`config.mk`:
```
export PLATFORM = sky130hd
export DESIGN_NAME = ram_arbiter_2p
export DESIGN_NICKNAME = d
export VERILOG_FILES = /design/src/rtl/ram_arbiter_2p.sv
export SDC_FILE = /design/constraint.sdc
export NUM_CORES = 1
export LEC_CHECK = 0
export ABC_AREA = 1
export CORE_AREA = 5 5 165 167
export CTS_CLUSTER_SIZE = 10
export DETAILED_ROUTE_END_ITERATION = 12
export DIE_AREA = 0 0 170 172
export HOLD_SLACK_MARGIN = 0.05
export PLACE_DENSITY = 0.77
export REMOVE_ABC_BUFFERS = 1
export SETUP_SLACK_MARGIN = 0.2
export SYNTH_ARGS = -nofsm -noshare
export SYNTH_HDL_FRONTEND = slang
export SYNTH_SLANG_ARGS = --single-unit
```
`constraint.sdc`:
```
create_clock -name cache_clk -period 2.1 [get_ports cache_clk]
set_input_delay 0.21 -clock cache_clk [delete_from_list [all_inputs] [get_ports cache_clk]]
set_output_delay 0.21 -clock cache_clk [all_outputs]
set_load 0.1 [all_outputs]
```
`src/rtl/ram_arbiter_2p.sv`:
```
// Round-robin arbiter sharing one RAM interface between two cache ports.
// Ports: p0_*/p1_* requester sides, m_* RAM side, busy status; cache_clk domain.
module ram_arbiter_2p #(
    parameter int AW      = 13,
    parameter int DW      = 64,
    parameter int TIMEOUT = 1024
) (
    input  logic          cache_clk,
    input  logic          reset_n,
    input  logic          p0_wr,
    input  logic          p0_rd,
    input  logic [AW-1:0] p0_addr,
    input  logic [DW-1:0] p0_wdata,
    output logic [DW-1:0] p0_rdata,
    output logic          p0_ack,
    output logic          p0_err,
    input  logic          p1_wr,
    input  logic          p1_rd,
    input  logic [AW-1:0] p1_addr,
    input  logic [DW-1:0] p1_wdata,
    output logic [DW-1:0] p1_rdata,
    output logic          p1_ack,
    output logic          p1_err,
    output logic          m_wr,
    output logic          m_rd,
    output logic [AW-1:0] m_addr,
    output logic [DW-1:0] m_wdata,
    input  logic [DW-1:0] m_rdata,
    input  logic          m_ack,
    output logic          busy
);
    localparam int TW = $clog2(TIMEOUT) + 1;
    localparam logic [TW-1:0] T_LAST = TW'(TIMEOUT - 1);

    typedef enum logic [2:0] {
        IDLE, ISSUE, WAIT, RESP, DRAIN
    } state_t;

    state_t        state;
    logic          last_grant;
    logic          grant;
    logic          op_wr;
    logic [TW-1:0] timer;

    logic req0, req1, pick, sel_wr;

    assign req0 = p0_wr | p0_rd;
    assign req1 = p1_wr | p1_rd;
    // pick = 1 selects port1; ties go to the port not served last
    assign pick = (req0 & req1) ? ~last_grant : req1;
    assign sel_wr = pick ? p1_wr : p0_wr;
    assign busy = (state != IDLE);

    always_ff @(posedge cache_clk or negedge reset_n) begin
        if (!reset_n) begin
            state      <= IDLE;
            last_grant <= 1'b1;
            grant      <= 1'b0;
            op_wr      <= 1'b0;
            timer      <= '0;
            m_wr       <= 1'b0;
            m_rd       <= 1'b0;
            m_addr     <= '0;
            m_wdata    <= '0;
            p0_rdata   <= '0;
            p1_rdata   <= '0;
            p0_ack     <= 1'b0;
            p1_ack     <= 1'b0;
            p0_err     <= 1'b0;
            p1_err     <= 1'b0;
        end else begin
            unique case (state)
                IDLE: begin
                    if (req0 | req1) begin
                        grant      <= pick;
                        last_grant <= pick;
                        op_wr      <= sel_wr;
                        m_wr       <= sel_wr;
                        m_rd       <= ~sel_wr;
                        m_addr     <= pick ? p1_addr : p0_addr;
                        m_wdata    <= pick ? p1_wdata : p0_wdata;
                        timer      <= '0;
                        state      <= ISSUE;
                    end
                end
                ISSUE: begin
                    // strobe lasts exactly the ISSUE cycle; timer
                    // counts from ISSUE so the abort lands TIMEOUT
                    // cycles after the strobe
                    m_wr  <= 1'b0;
                    m_rd  <= 1'b0;
                    timer <= timer + 1'b1;
                    state <= WAIT;
                end
                WAIT: begin
                    if (m_ack) begin
                        if (!op_wr) begin
                            if (grant) p1_rdata <= m_rdata;
                            else       p0_rdata <= m_rdata;
                        end
                        if (grant) p1_ack <= 1'b1;
                        else       p0_ack <= 1'b1;
                        state <= RESP;
                    end else if (timer == T_LAST) begin
                        if (grant) p1_err <= 1'b1;
                        else       p0_err <= 1'b1;
                        state <= DRAIN;
                    end else begin
                        timer <= timer + 1'b1;
                    end
                end
                RESP: begin
                    p0_ack <= 1'b0;
                    p1_ack <= 1'b0;
                    state  <= DRAIN;
                end
                DRAIN: begin
                    p0_err <= 1'b0;
                    p1_err <= 1'b0;
                    // hold off until the RAM side releases its ack
                    if (!m_ack) state <= IDLE;
                end
                default: state <= IDLE;
            endcase
        end
    end
endmodule

```
**Clock network drawn from the DEF**

The bar under the picture is 50 um long.
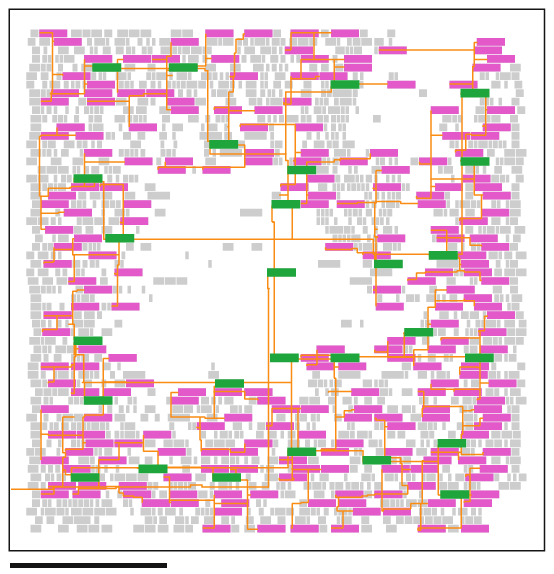
legend:
  orange:
    item: clock wires
    length: 2930 um
  green:
    item: clock drivers
    count: 27
  magenta:
    item: flip-flops
    count: 228
flops lie: widely spread
clk ins delay skew pair: 520 ps
Fin Clk Skew: 4.63 ps

**Track usage over the die**

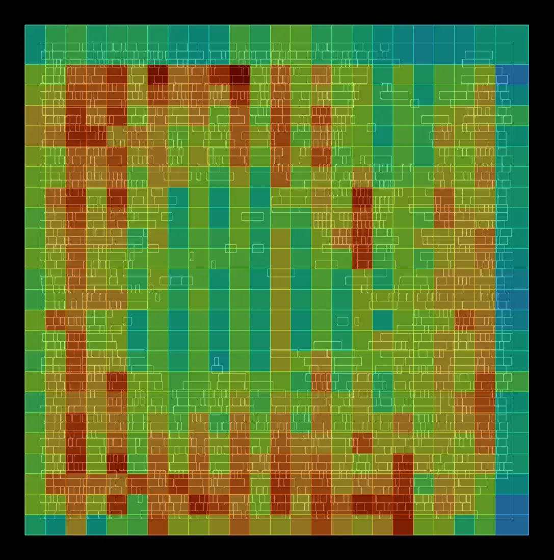
GRT Overall Usage: 21.7%
GRT met2 Usage: 36.2%
global route hottest layer: met2
routed len/inst: 17.9 um

**Sequential cells grouped by signal name**

Other sequential cells in the stronger grey, the rest of the logic in the fainter grey.
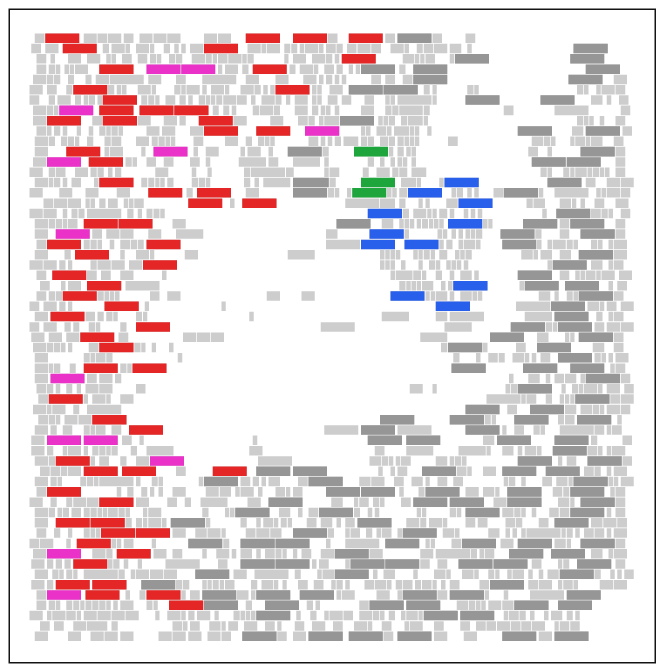
legend:
  magenta:
    name_in_the_netlist: m_addr
    sequential_cells: 13
  blue:
    name_in_the_netlist: timer
    sequential_cells: 11
  green:
    name_in_the_netlist: state
    sequential_cells: 3
  red:
    name_in_the_netlist: m_wdata
    sequential_cells: 64
not coloured: 137

==> Slide: Implementation Results <==
Flow Results at a Glance

Finish
  • Fill count: roughly 2200
  • Plain + repair buffers: between 400 and 500
  • Register share of the cell area: between 30% and 40%
  • Inserted Diodes: 8
  • Non-CTS inverters: roughly 94
  • Fin nets: between 1500 and 2000
  • Comb/total area: between 20% and 30%
  • Final Instance Area: between 10000 and 15000 um2
  • Seq cells: 228
  • Comb_multi_in: 698
  • Seq. cell area: 5710 um2
  • Biggest regs: m_wdata (64), p0_rdata (64), p1_rdata (64)

Die
  • Core area: ~26000 um2
  • IO Pins: ~440
  • Die height: roughly 170 um
  • Rows: around 60

Worst setup path
  • Critical Path End: busy
  • Crit Reg-Reg Endpoint: m_wdata[28]
  • CP Depth: 3
  • CP top delay family: flip-flops
  • Max incr delay on CP: 510 ps
  • Max stage delay cell, worst path: dfrtp_1
  • Crit path cell chain: nor2_2, inv_2, buf_4
  • Startpoint types: register
  • Worst R2R Start: state[0]
  • Buffers & Inverters on Critical Path: 2
  • Critical path endpoint category: output port

Clock network
  • Root Driver: clkbuf_16
  • Clock sinks: around 230
  • Hold buffers post-CTS: 1
  • CTS resizes: 0
  • Inserted Clock Buffers: 27
  • Max clock buf depth: 3
  • CTS tree: built

Synth
  • XOR/XNOR Area Share: 0.443%
  • Registers, synthesis: about 230
  • Top cells by area: dfrtp_1 57%, nand2_1 10%, o21ai_1 10%, o21ai_2 5.6%, nor2_1 3.6%
  • Synth warn: 0
  • Ys async rst share: 100%
  • Netlist Area Pre-Place: a little under 10000 um2
  • Top logic family: AND-OR/OR-AND gates
  • Synth Instances: between 1000 and 1500
  • Yosys cell types: 26
  • Top cells by count: 266 x nand2_1, 227 x dfrtp_1, 198 x o21ai_1, 94 x nor2_1, 88 x inv_1
  • Yosys cell count: between 1000 and 1500
  • EDFF count, synth: 0
  • Yosys simple share: between 10% and 20%

GRT
  • Grt ovf: 0
  • Met3 GRT Util: between 6 and 7%
  • Largest net degree at the start of global routing: approximately 80
  • Routing usage on met1: a little over a quarter
  • Number of global-route vias before repair: ~9000
  • First-pass GRT wire length: between 50 and 60 mm

Route
  • 1st-pass router iterations: 5
  • 1st-iter DRT viols: 640
  • Total length of routed wires: ~33 mm
  • DR vias: 8963
  • DR WL met2: approximately 16 mm
  • DR WL met3: around 3.0 mm
  • Antenna Nets Post-Route: 0
  • M1 wire length: around 13 mm

Final timing
  • Max Freq: approximately 580 MHz
  • Setup ws final: approximately 360 ps
  • Hold Vio Cnt, Final: 0
  • Setup violators final: 0
  • Worst Tran Pin Value: 521 ps
  • Max-slew violation count: 0
  • Slew headroom: between 60% and 70%
  • Final Critical Period: about 1700 ps
  • Setup TNS: 0 ps
  • WHS: 227 ps

Outcome
  • Status: completed

Place
  • Pre-CTS setup slack: 201 ps
  • GP Congestion: 0.895
  • PortBufs: approximately 440
